--- src/rtl/dmem_arb_pkg.sv ---
// dmem_arb_pkg -- shared types and constants for the data-memory arbiter.
//   ownerT           : which requester was served most recently (OWN_CPU / OWN_DMA)
//   DEFAULT_MAX_LOCK : default bound on how long a DMA lock may starve a pending CPU
//   STAT_W           : width of the saturating statistics counters
// Optional feature macro used by the arbiter: DMEM_ARB_STATS_EN
package dmem_arb_pkg;

  typedef enum logic {
    OWN_CPU = 1'b0,
    OWN_DMA = 1'b1
  } ownerT;

  localparam int DEFAULT_MAX_LOCK = 16;
  localparam int STAT_W           = 16;

endpackage

--- src/rtl/dmem_arb_lock_timer.sv ---
// dmem_arb_lock_timer -- DMA lock tracking and CPU starvation timer.
//   clk, reset  : clock, asynchronous active-low reset
//   cpuReq      : CPU request (raw)
//   dmaReq      : DMA request (raw)
//   dmaLock     : DMA asks to keep ownership after the current grant
//   cpuGnt      : CPU granted this cycle
//   dmaGnt      : DMA granted this cycle
//   lockActive  : DMA held a locked grant last cycle and is still requesting
//   lockExpire  : lock has blocked a waiting CPU for MAX_LOCK cycles; CPU must win now
// Outputs depend only on registered state and request inputs, never on the
// grants, so the arbiter can use them combinationally without a loop.
module dmem_arb_lock_timer
  import dmem_arb_pkg::*;
#(
  parameter int MAX_LOCK = DEFAULT_MAX_LOCK
) (
  input  logic clk,
  input  logic reset,
  input  logic cpuReq,
  input  logic dmaReq,
  input  logic dmaLock,
  input  logic cpuGnt,
  input  logic dmaGnt,
  output logic lockActive,
  output logic lockExpire
);

  localparam int CNT_W = $clog2(MAX_LOCK + 1);
  localparam logic [CNT_W-1:0] CNT_MAX = CNT_W'(MAX_LOCK);

  logic             lockHeld_p1;
  logic [CNT_W-1:0] blockCnt;

  assign lockActive = lockHeld_p1 && dmaReq;
  assign lockExpire = lockActive && cpuReq && (blockCnt == CNT_MAX);

  // ---- stage p1: lock ownership and blocked-cycle count ----
  always_ff @(posedge clk or negedge reset) begin
    if (!reset) begin
      lockHeld_p1 <= 1'b0;
      blockCnt    <= '0;
    end else begin
      lockHeld_p1 <= dmaGnt && dmaLock;
      if (!cpuReq || !lockActive || cpuGnt) begin
        blockCnt <= '0;
      end else if (blockCnt != CNT_MAX) begin
        blockCnt <= blockCnt + CNT_W'(1);
      end
    end
  end

endmodule

--- src/rtl/dmem_arbiter.sv ---
// dmem_arbiter -- two-master (CPU, DMA) arbiter for a single-port synchronous data memory.
//   clk, reset                         : clock, asynchronous active-low reset
//   cpu_req/we/addr/wdata              : CPU request
//   cpu_gnt/rvalid/rdata/err           : CPU grant (same cycle), read data / misalignment error (next cycle)
//   dma_req/we/lock/addr/wdata         : DMA request; dma_lock keeps ownership across cycles
//   dma_gnt/rvalid/rdata/err           : DMA grant and responses, as for the CPU
//   mem_en/we/addr/wdata, mem_rdata    : memory port, read data valid one cycle after mem_en
//   stat_cpu_cnt/dma_cnt/conflict_cnt  : saturating grant and conflict counters
// Optional feature: define DMEM_ARB_STATS_EN to build the statistics counters;
// otherwise the stat_* outputs are tied to zero and no counter flops exist.
module dmem_arbiter
  import dmem_arb_pkg::*;
#(
  parameter int DBITS    = 32,
  parameter int MAX_LOCK = DEFAULT_MAX_LOCK
) (
  input  logic              clk,
  input  logic              reset,
  input  logic              cpu_req,
  input  logic              cpu_we,
  input  logic [DBITS-1:0]  cpu_addr,
  input  logic [DBITS-1:0]  cpu_wdata,
  output logic              cpu_gnt,
  output logic              cpu_rvalid,
  output logic [DBITS-1:0]  cpu_rdata,
  output logic              cpu_err,
  input  logic              dma_req,
  input  logic              dma_we,
  input  logic              dma_lock,
  input  logic [DBITS-1:0]  dma_addr,
  input  logic [DBITS-1:0]  dma_wdata,
  output logic              dma_gnt,
  output logic              dma_rvalid,
  output logic [DBITS-1:0]  dma_rdata,
  output logic              dma_err,
  output logic              mem_en,
  output logic              mem_we,
  output logic [DBITS-1:0]  mem_addr,
  output logic [DBITS-1:0]  mem_wdata,
  input  logic [DBITS-1:0]  mem_rdata,
  output logic [STAT_W-1:0] stat_cpu_cnt,
  output logic [STAT_W-1:0] stat_dma_cnt,
  output logic [STAT_W-1:0] stat_conflict_cnt
);

  ownerT            lastOwner;
  ownerT            lastOwnerNext;
  logic             lockActive;
  logic             lockExpire;
  logic             cpuGntRaw;
  logic             dmaGntRaw;
  logic             selWe;
  logic             selAligned;
  logic [DBITS-1:0] selAddr;
  logic [DBITS-1:0] selWdata;

  logic             cpuRdVld_p1;
  logic             dmaRdVld_p1;
  logic             cpuErr_p1;
  logic             dmaErr_p1;
  logic [DBITS-1:0] cpuRdataHold;
  logic [DBITS-1:0] dmaRdataHold;

  dmem_arb_lock_timer #(
    .MAX_LOCK(MAX_LOCK)
  ) uLockTimer (
    .clk        (clk),
    .reset      (reset),
    .cpuReq     (cpu_req),
    .dmaReq     (dma_req),
    .dmaLock    (dma_lock),
    .cpuGnt     (cpu_gnt),
    .dmaGnt     (dma_gnt),
    .lockActive (lockActive),
    .lockExpire (lockExpire)
  );

  // ---- stage p0: grant decision and memory request ----
  // lockExpire implies both requests are high, so it is resolved in the
  // conflict branch by forcing the CPU to win regardless of lastOwner.
  always_comb begin
    cpuGntRaw = 1'b0;
    dmaGntRaw = 1'b0;
    if (lockActive && !lockExpire) begin
      dmaGntRaw = 1'b1;
    end else if (cpu_req && dma_req) begin
      if (lockExpire || lastOwner == OWN_DMA) cpuGntRaw = 1'b1;
      else                                    dmaGntRaw = 1'b1;
    end else begin
      cpuGntRaw = cpu_req;
      dmaGntRaw = dma_req;
    end
  end

  // Grants are gated by the reset pin itself so they read 0 throughout reset.
  assign cpu_gnt = cpuGntRaw && reset;
  assign dma_gnt = dmaGntRaw && reset;

  always_comb begin
    lastOwnerNext = lastOwner;
    if (cpu_gnt)      lastOwnerNext = OWN_CPU;
    else if (dma_gnt) lastOwnerNext = OWN_DMA;
  end

  assign selWe      = dma_gnt ? dma_we    : cpu_we;
  assign selAddr    = dma_gnt ? dma_addr  : cpu_addr;
  assign selWdata   = dma_gnt ? dma_wdata : cpu_wdata;
  assign selAligned = (selAddr[1:0] == 2'b00);

  assign mem_en    = (cpu_gnt || dma_gnt) && selAligned;
  assign mem_we    = mem_en && selWe;
  assign mem_addr  = selAddr;
  assign mem_wdata = selWdata;

  // ---- stage p1: read response / error return ----
  always_ff @(posedge clk or negedge reset) begin
    if (!reset) begin
      lastOwner    <= OWN_DMA;
      cpuRdVld_p1  <= 1'b0;
      dmaRdVld_p1  <= 1'b0;
      cpuErr_p1    <= 1'b0;
      dmaErr_p1    <= 1'b0;
      cpuRdataHold <= '0;
      dmaRdataHold <= '0;
    end else begin
      lastOwner    <= lastOwnerNext;
      cpuRdVld_p1  <= cpu_gnt && selAligned && !cpu_we;
      dmaRdVld_p1  <= dma_gnt && selAligned && !dma_we;
      cpuErr_p1    <= cpu_gnt && !selAligned;
      dmaErr_p1    <= dma_gnt && !selAligned;
      if (cpuRdVld_p1) cpuRdataHold <= mem_rdata;
      if (dmaRdVld_p1) dmaRdataHold <= mem_rdata;
    end
  end

  // Memory data is live only in the response cycle; afterwards the hold
  // register keeps presenting the last returned word.
  assign cpu_rvalid = cpuRdVld_p1;
  assign dma_rvalid = dmaRdVld_p1;
  assign cpu_err    = cpuErr_p1;
  assign dma_err    = dmaErr_p1;
  assign cpu_rdata  = cpuRdVld_p1 ? mem_rdata : cpuRdataHold;
  assign dma_rdata  = dmaRdVld_p1 ? mem_rdata : dmaRdataHold;

`ifdef DMEM_ARB_STATS_EN
  logic [STAT_W-1:0] cpuCnt;
  logic [STAT_W-1:0] dmaCnt;
  logic [STAT_W-1:0] conflictCnt;

  function automatic logic [STAT_W-1:0] satInc(input logic [STAT_W-1:0] v, input logic inc);
    return (inc && (v != '1)) ? v + STAT_W'(1) : v;
  endfunction

  // ---- stage p1: statistics ----
  always_ff @(posedge clk or negedge reset) begin
    if (!reset) begin
      cpuCnt      <= '0;
      dmaCnt      <= '0;
      conflictCnt <= '0;
    end else begin
      cpuCnt      <= satInc(cpuCnt, cpu_gnt);
      dmaCnt      <= satInc(dmaCnt, dma_gnt);
      conflictCnt <= satInc(conflictCnt, cpu_req && dma_req);
    end
  end

  assign stat_cpu_cnt      = cpuCnt;
  assign stat_dma_cnt      = dmaCnt;
  assign stat_conflict_cnt = conflictCnt;
`else
  assign stat_cpu_cnt      = '0;
  assign stat_dma_cnt      = '0;
  assign stat_conflict_cnt = '0;
`endif

endmodule

--- config.mk ---
export PLATFORM = sky130hd
export DESIGN_NAME = dmem_arbiter
export DESIGN_NICKNAME = d
export VERILOG_FILES = /design/src/rtl/dmem_arb_pkg.sv /design/src/rtl/dmem_arb_lock_timer.sv /design/src/rtl/dmem_arbiter.sv
export SDC_FILE = /design/constraint.sdc
export NUM_CORES = 1
export LEC_CHECK = 0
export ABC_AREA = 1
export CAP_MARGIN = 20
export CELL_PAD_IN_SITES_DETAIL_PLACEMENT = 0
export CELL_PAD_IN_SITES_GLOBAL_PLACEMENT = 2
export CORE_MARGIN = 1.5
export CORE_UTILIZATION = 16
export CTS_CLUSTER_DIAMETER = 80
export CTS_CLUSTER_SIZE = 16
export DETAILED_ROUTE_END_ITERATION = 8
export GPL_TIMING_DRIVEN = 0
export PLACE_DENSITY_LB_ADDON = 0.15
export SLEW_MARGIN = 25
export SYNTH_ARGS = -nofsm -noshare
export SYNTH_HDL_FRONTEND = slang
export SYNTH_SLANG_ARGS = --single-unit
--- constraint.sdc ---
create_clock -name clk -period 2.05 [get_ports clk]
set_input_delay 0.41 -clock clk [delete_from_list [all_inputs] [get_ports clk]]
set_output_delay 0.41 -clock clk [all_outputs]
set_load 0.05 [all_outputs]
### Register map, names as in the netlist

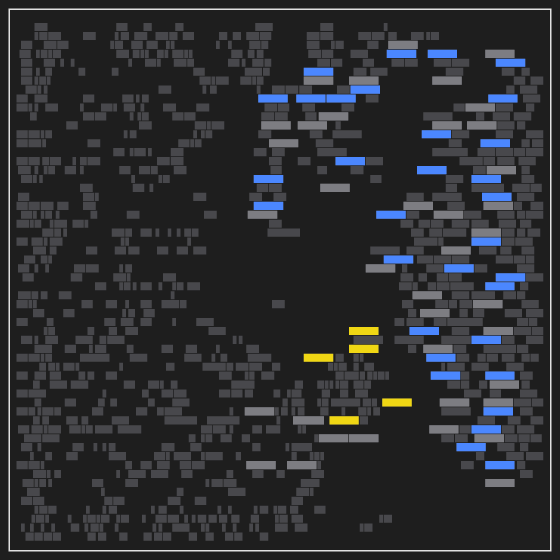
Key: yellow = uLockTimer.blockCnt [sequential cells 5]; blue = cpuRdataHold [sequential cells 32]
Another 38 sequential cells are not colored.

==> impl_metrics.env <==
# physical design summary
export IMPL_cp_endpoint="mem_wdata[0]"
export IMPL_drive_gt1_share_pct=51.0
export IMPL_seq_cell_share_pct=19.5
export IMPL_die_w_um=164
export IMPL_maxSlewViolCount=0
export IMPL_worstSetupStartpointType="flop"
export IMPL_ys_ff=75
export IMPL_status="finished, violations left"
export IMPL_yosys_top_cells_area="dfrtp_1, nand2_1, mux2_2, buf_4, mux2_1"
export IMPL_routed_wl_mm=18.6
export IMPL_vias=4462
export IMPL_r2r_start="uLockTimer.blockCnt[0]$_DFFE_PN0P_"
export IMPL_htreeDepth=3
export IMPL_met3_wirelength_mm=2.14
export IMPL_antenna_found_initial=3
export IMPL_avgSynthCellArea_um2=8.99
export IMPL_cts_resized=1055
export IMPL_stdcell_count=1214
export IMPL_synthAoiAreaFrac_pct=0.992
export IMPL_grt_use_met1_pct=12.8
export IMPL_path_max_fanout=10
export IMPL_flop_count=75
export IMPL_finalWorstSetupSlack_ns=-0.481
export IMPL_top_power_group="combinational logic"
export IMPL_ys_sh_mux_pct=17.3
export IMPL_synth_area_um2=4160
export IMPL_yosysTopAreaCellShare_pct=44.5
export IMPL_hold_viol=0
export IMPL_violations="setup timing"
export IMPL_p_seq_mw=2.00
export IMPL_synth_chip_area_um2=4160
export IMPL_place_gp_congestion=0.760
export IMPL_required_ns=1.64
export IMPL_ys_sh_adder_pct=0.601
export IMPL_met3_usage_pct=6.52
export IMPL_end_kind="primary output"
export IMPL_grt_pass1_wl_mm=26.9
export IMPL_regToRegEndpoint="cpu_rvalid$_DFF_PN0_"
export IMPL_synth_edff_count=0
export IMPL_reg_top3="cpuRdataHold (32), dmaRdataHold (32), uLockTimer.blockCnt (5)"
export IMPL_drtIter0Drc=161
export IMPL_logic_area_um2=2320
export IMPL_synthXorXnorAreaFrac_pct=0.421
export IMPL_die_size_y_um=164
export IMPL_dieArea_um2=27000
export IMPL_row_count=58
export IMPL_wl_met2_mm=9.97
export IMPL_dr_max_layer_used="met4"
export IMPL_multi_input_comb_cells=348
export IMPL_seq_area_um2=1880
export IMPL_pwr_share_seq_pct=21.6
export IMPL_gr_total_overflow=0
export IMPL_dp_slack_ns=-1.29
export IMPL_num_nonclk_buffers=426
export IMPL_drc=0
export IMPL_grt_pass1_vias=4615
export IMPL_fp_util_pct=16.4
export IMPL_ir_drop_mv=0.695
export IMPL_rsz0062_at_grt="yes"
export IMPL_total_power_mw=9.24
export IMPL_setup_viol=100
### Routed clock nets over the placement

Bar = 50 um.
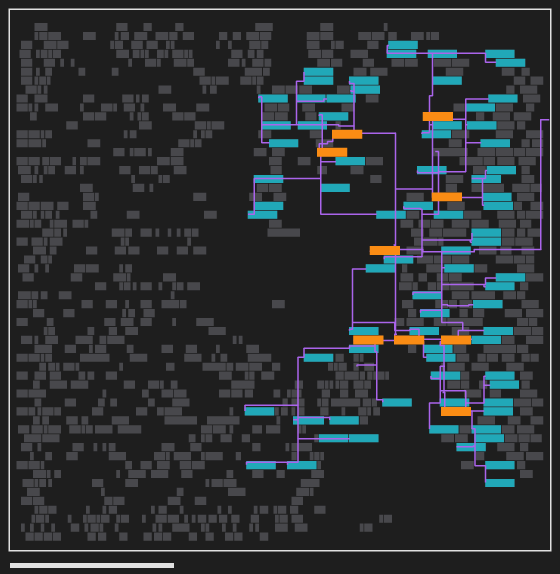
Key: orange = cells driving clock nets [count 9]; purple = clock wires [length 1080 um]; cyan = flip-flops [count 75]
There are 10 routed clock nets.

